## config.mk

```make
export PLATFORM = sky130hd
export DESIGN_NAME = b01_serial_arbiter_flat
export DESIGN_NICKNAME = d
export VERILOG_FILES = /design/src/rtl/b01_serial_arbiter_if.sv /design/src/rtl/b01_serial_arbiter.sv /design/src/flat_wrapper.sv
export SDC_FILE = /design/constraint.sdc
export NUM_CORES = 1
export LEC_CHECK = 0
export CAP_MARGIN = 20
export CORE_MARGIN = 8
export CORE_UTILIZATION = 53
export DETAILED_ROUTE_END_ITERATION = 7
export GPL_ROUTABILITY_DRIVEN = 0
export GPL_TIMING_DRIVEN = 0
export PLACE_DENSITY = 0.84
export SYNTH_ARGS = -nofsm -noshare
export SYNTH_HDL_FRONTEND = slang
export SYNTH_SLANG_ARGS = --single-unit
```

## constraint.sdc

```tcl
create_clock -name clock -period 4.05 [get_ports clock]
set_clock_uncertainty 0.2 [all_clocks]
set_input_delay 0.81 -clock clock [delete_from_list [all_inputs] [get_ports clock]]
set_output_delay 0.81 -clock clock [all_outputs]
set_load 0.05 [all_outputs]
```

## src/rtl/b01_serial_arbiter_if.sv

```systemverilog
// b01_serial_arbiter_if: request/operand, serial unit and result signals for b01_serial_arbiter
interface b01_serial_arbiter_if #(
   parameter int WIDTH = 8
);
   logic req0, req1;
   logic [WIDTH-1:0] a0, b0, a1, b1;
   logic gnt0, gnt1;
   logic LINE1, LINE2, unit_clr, unit_outp, unit_ovf;
   logic [WIDTH-1:0] result;
   logic ovf_flag, done, done_id, busy;
   modport master (
      output req0, req1, a0, b0, a1, b1, unit_outp, unit_ovf,
      input gnt0, gnt1, LINE1, LINE2, unit_clr, result, ovf_flag, done, done_id, busy
   );
   modport slave (
      input req0, req1, a0, b0, a1, b1, unit_outp, unit_ovf,
      output gnt0, gnt1, LINE1, LINE2, unit_clr, result, ovf_flag, done, done_id, busy
   );
endinterface

```

## src/rtl/b01_serial_arbiter.sv

```systemverilog
// b01_serial_arbiter: round-robin sharing of one b01 serial unit; B01_ARB_OVF_ABORT_EN ends a job on the first captured overflow
module b01_serial_arbiter #(
   parameter int WIDTH = 8
) (
   input logic clock,
   input logic RESET_G,
   b01_serial_arbiter_if.slave bus
);
   localparam int CW = $clog2(WIDTH + 1);
   typedef enum logic [2:0] {IDLE, CLR, SHIFT, DRAIN, DONE} state_t;
   state_t state;
   logic [WIDTH-1:0] a_sr, b_sr, cap, cap_nxt;
   logic [CW-1:0] cnt, cap_idx;
   logic ovf_acc, ovf_nxt, id, last, pick, cap_en, fin;
   // unit output lags the lines by one cycle, so bit k lands two shift cycles after it is driven
   always_comb begin
      pick = (bus.req0 && bus.req1) ? ~last : bus.req1;
      cap_en = (state == SHIFT && cnt >= CW'(2)) || state == DRAIN || state == DONE;
      cap_idx = state == SHIFT ? cnt - CW'(2) : state == DRAIN ? CW'(WIDTH - 2) : CW'(WIDTH - 1);
      cap_nxt = cap | (WIDTH'(bus.unit_outp) << cap_idx);
      ovf_nxt = ovf_acc | bus.unit_ovf;
`ifdef B01_ARB_OVF_ABORT_EN
      fin = state == DONE || (cap_en && bus.unit_ovf);
`else
      fin = state == DONE;
`endif
   end
   always_ff @(posedge clock or posedge RESET_G)
      if (RESET_G) begin
         state <= IDLE;
         bus.gnt0 <= 1'b0;
         bus.gnt1 <= 1'b0;
         bus.LINE1 <= 1'b0;
         bus.LINE2 <= 1'b0;
         bus.unit_clr <= 1'b0;
         bus.result <= '0;
         bus.ovf_flag <= 1'b0;
         bus.done <= 1'b0;
         bus.done_id <= 1'b0;
         bus.busy <= 1'b0;
         a_sr <= '0;
         b_sr <= '0;
         cap <= '0;
         cnt <= '0;
         ovf_acc <= 1'b0;
         id <= 1'b0;
         last <= 1'b1;
      end else begin
         bus.gnt0 <= 1'b0;
         bus.gnt1 <= 1'b0;
         bus.unit_clr <= 1'b0;
         bus.done <= 1'b0;
         if (cap_en) begin
            cap <= cap_nxt;
            ovf_acc <= ovf_nxt;
         end
         case (state)
            IDLE: if (bus.req0 || bus.req1) begin
               bus.gnt0 <= ~pick;
               bus.gnt1 <= pick;
               a_sr <= pick ? bus.a1 : bus.a0;
               b_sr <= pick ? bus.b1 : bus.b0;
               id <= pick;
               bus.busy <= 1'b1;
               state <= CLR;
            end
            CLR: begin
               bus.unit_clr <= 1'b1;
               bus.LINE1 <= 1'b0;
               bus.LINE2 <= 1'b0;
               cnt <= '0;
               cap <= '0;
               ovf_acc <= 1'b0;
               state <= SHIFT;
            end
            SHIFT: begin
               bus.LINE1 <= a_sr[0];
               bus.LINE2 <= b_sr[0];
               a_sr <= a_sr >> 1;
               b_sr <= b_sr >> 1;
               cnt <= cnt + CW'(1);
               if (cnt == CW'(WIDTH - 1)) state <= DRAIN;
            end
            DRAIN: begin
               bus.LINE1 <= 1'b0;
               bus.LINE2 <= 1'b0;
               state <= DONE;
            end
            default: ;
         endcase
         if (fin) begin
            bus.result <= cap_nxt;
            bus.ovf_flag <= ovf_nxt;
            bus.done <= 1'b1;
            bus.done_id <= id;
            bus.busy <= 1'b0;
            bus.LINE1 <= 1'b0;
            bus.LINE2 <= 1'b0;
            last <= id;
            state <= IDLE;
         end
      end
endmodule

```

## src/flat_wrapper.sv

```systemverilog
// flat-port wrapper written by rule: the top's interface ports become plain ports
module b01_serial_arbiter_flat 
#(
   parameter int WIDTH = 8
)
  (clock, RESET_G, bus_req0, bus_req1, bus_a0, bus_b0, bus_a1, bus_b1, bus_unit_outp, bus_unit_ovf, bus_gnt0, bus_gnt1, bus_LINE1, bus_LINE2, bus_unit_clr, bus_result, bus_ovf_flag, bus_done, bus_done_id, bus_busy);
  b01_serial_arbiter_if #(.WIDTH(WIDTH)) bus_i ();
  input logic clock;
  input logic RESET_G;
  input wire logic [$bits(bus_i.req0)-1:0] bus_req0;
  input wire logic [$bits(bus_i.req1)-1:0] bus_req1;
  input wire logic [$bits(bus_i.a0)-1:0] bus_a0;
  input wire logic [$bits(bus_i.b0)-1:0] bus_b0;
  input wire logic [$bits(bus_i.a1)-1:0] bus_a1;
  input wire logic [$bits(bus_i.b1)-1:0] bus_b1;
  input wire logic [$bits(bus_i.unit_outp)-1:0] bus_unit_outp;
  input wire logic [$bits(bus_i.unit_ovf)-1:0] bus_unit_ovf;
  output wire logic [$bits(bus_i.gnt0)-1:0] bus_gnt0;
  output wire logic [$bits(bus_i.gnt1)-1:0] bus_gnt1;
  output wire logic [$bits(bus_i.LINE1)-1:0] bus_LINE1;
  output wire logic [$bits(bus_i.LINE2)-1:0] bus_LINE2;
  output wire logic [$bits(bus_i.unit_clr)-1:0] bus_unit_clr;
  output wire logic [$bits(bus_i.result)-1:0] bus_result;
  output wire logic [$bits(bus_i.ovf_flag)-1:0] bus_ovf_flag;
  output wire logic [$bits(bus_i.done)-1:0] bus_done;
  output wire logic [$bits(bus_i.done_id)-1:0] bus_done_id;
  output wire logic [$bits(bus_i.busy)-1:0] bus_busy;
  assign bus_i.req0 = bus_req0;
  assign bus_i.req1 = bus_req1;
  assign bus_i.a0 = bus_a0;
  assign bus_i.b0 = bus_b0;
  assign bus_i.a1 = bus_a1;
  assign bus_i.b1 = bus_b1;
  assign bus_i.unit_outp = bus_unit_outp;
  assign bus_i.unit_ovf = bus_unit_ovf;
  assign bus_gnt0 = bus_i.gnt0;
  assign bus_gnt1 = bus_i.gnt1;
  assign bus_LINE1 = bus_i.LINE1;
  assign bus_LINE2 = bus_i.LINE2;
  assign bus_unit_clr = bus_i.unit_clr;
  assign bus_result = bus_i.result;
  assign bus_ovf_flag = bus_i.ovf_flag;
  assign bus_done = bus_i.done;
  assign bus_done_id = bus_i.done_id;
  assign bus_busy = bus_i.busy;
  b01_serial_arbiter #(.WIDTH(WIDTH)) u_core (.clock(clock), .RESET_G(RESET_G), .bus(bus_i));
endmodule
```

==> impl_metrics.json <==
{
  "final-clk-cell-share": 0.02720,
  "ff_type": "dfrtp_1",
  "drt_iter0_markers": 102,
  "status": "finished clean",
  "setup_slack_ns": 1.538,
  "ios": 55,
  "ctsHoldBuffers": 0,
  "die_x_um": 82.90,
  "crit_buf_inv": 1,
  "dp_cells": 340,
  "rsz0062_at_grt": "no",
  "crit_end": "u_core.state[0]",
  "yosysTopAreaCellShare": 0.5274,
  "drv_cap": 0,
  "slew_violations": 0,
  "combinationalPower_uw": 1230,
  "via_per_inst": 5.655,
  "power_density_nw_per_um2": 763.2,
  "crit_cells": 3,
  "rr_worst_depth": 7,
  "p_leak_uw": 0.001376,
  "portBuffers": 54,
  "critPathLaunch": "bus_req1",
  "grt_max_degree": 33,
  "ys_sh_xor": 0.007384,
  "cts_tree": "done",
  "buf_share": 0.2030,
  "worst_pin_slew_ns": 1.061,
  "layout_top_cells": "clkdlybuf4s50_1, dfrtp_1, nand2_1, o21ai_0, nor2_1",
  "edf_count": 0,
  "arrival_ns": 2.47
}
**Logic cells by family**

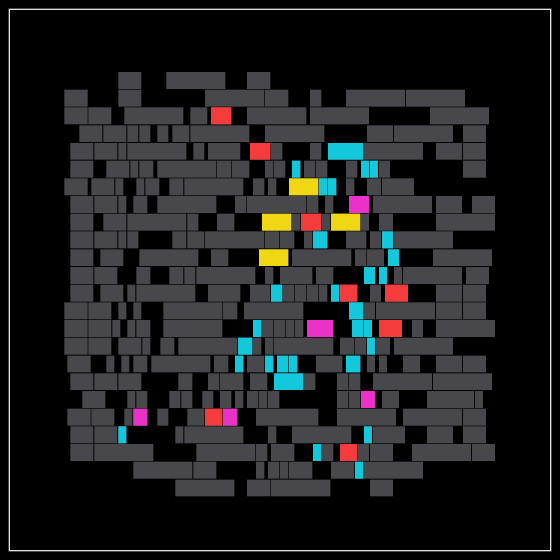
- magenta: and/or cells (cells 5; most used and2_1)
- red: non-inverting ao/oa cells (cells 8; most used a21o_1)
- cyan: nor cells (cells 29; most used nor2_1)
- yellow: fa/ha/maj cells (cells 4; most used ha_1; where centre)
Comb area share: 0.3220
final cell count without fillers: 348
most common logic cell in the routed design: clkdlybuf4s50_1

**Track usage over the die**

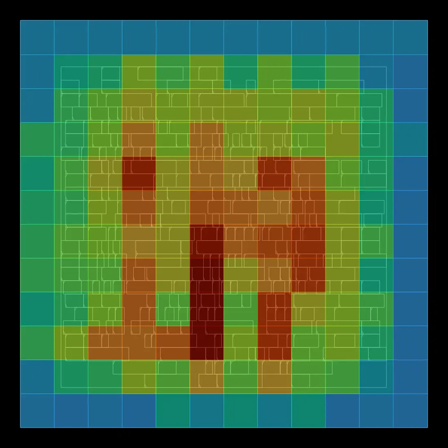
gr usage total: 0.1594
met3 usage: 0.05566

**M3 wires**

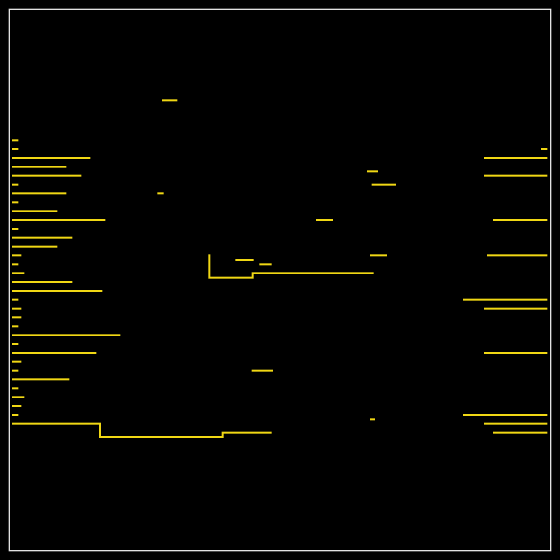
- share of all routed wire: 6.5%
- nets with wire on the layer: 50
- main direction: horizontal
- wire length on this layer: 341 um
Total Wirelength: 5.267 mm
Vias: 1968

**The metal 2 layer**

Bar = 20 um.
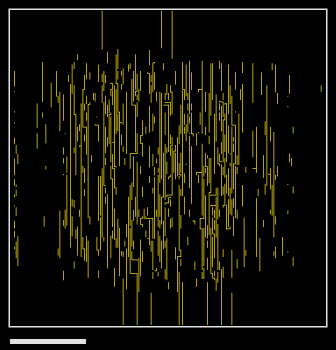
- main direction: vertical
- nets with wire on the layer: 279
- share of all routed wire: 47%
- longest straight run: 42.8 um
met2 usage: 0.2595

**Sequential cells grouped by signal name**

Bar = 20 um. Other sequential cells in the stronger grey, the rest of the logic in the fainter grey.
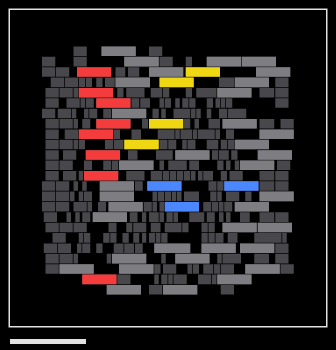
- yellow: `u_core.cnt` (placed flops 4)
- red: `u_core.a_sr` (placed flops 8)
- blue: `u_core.state` (placed flops 3)
- not coloured: 36
flop share of the area: 0.4145
Seq power: 839 uW

Power figures rest on the tool's default switching activity, not on a simulated workload.
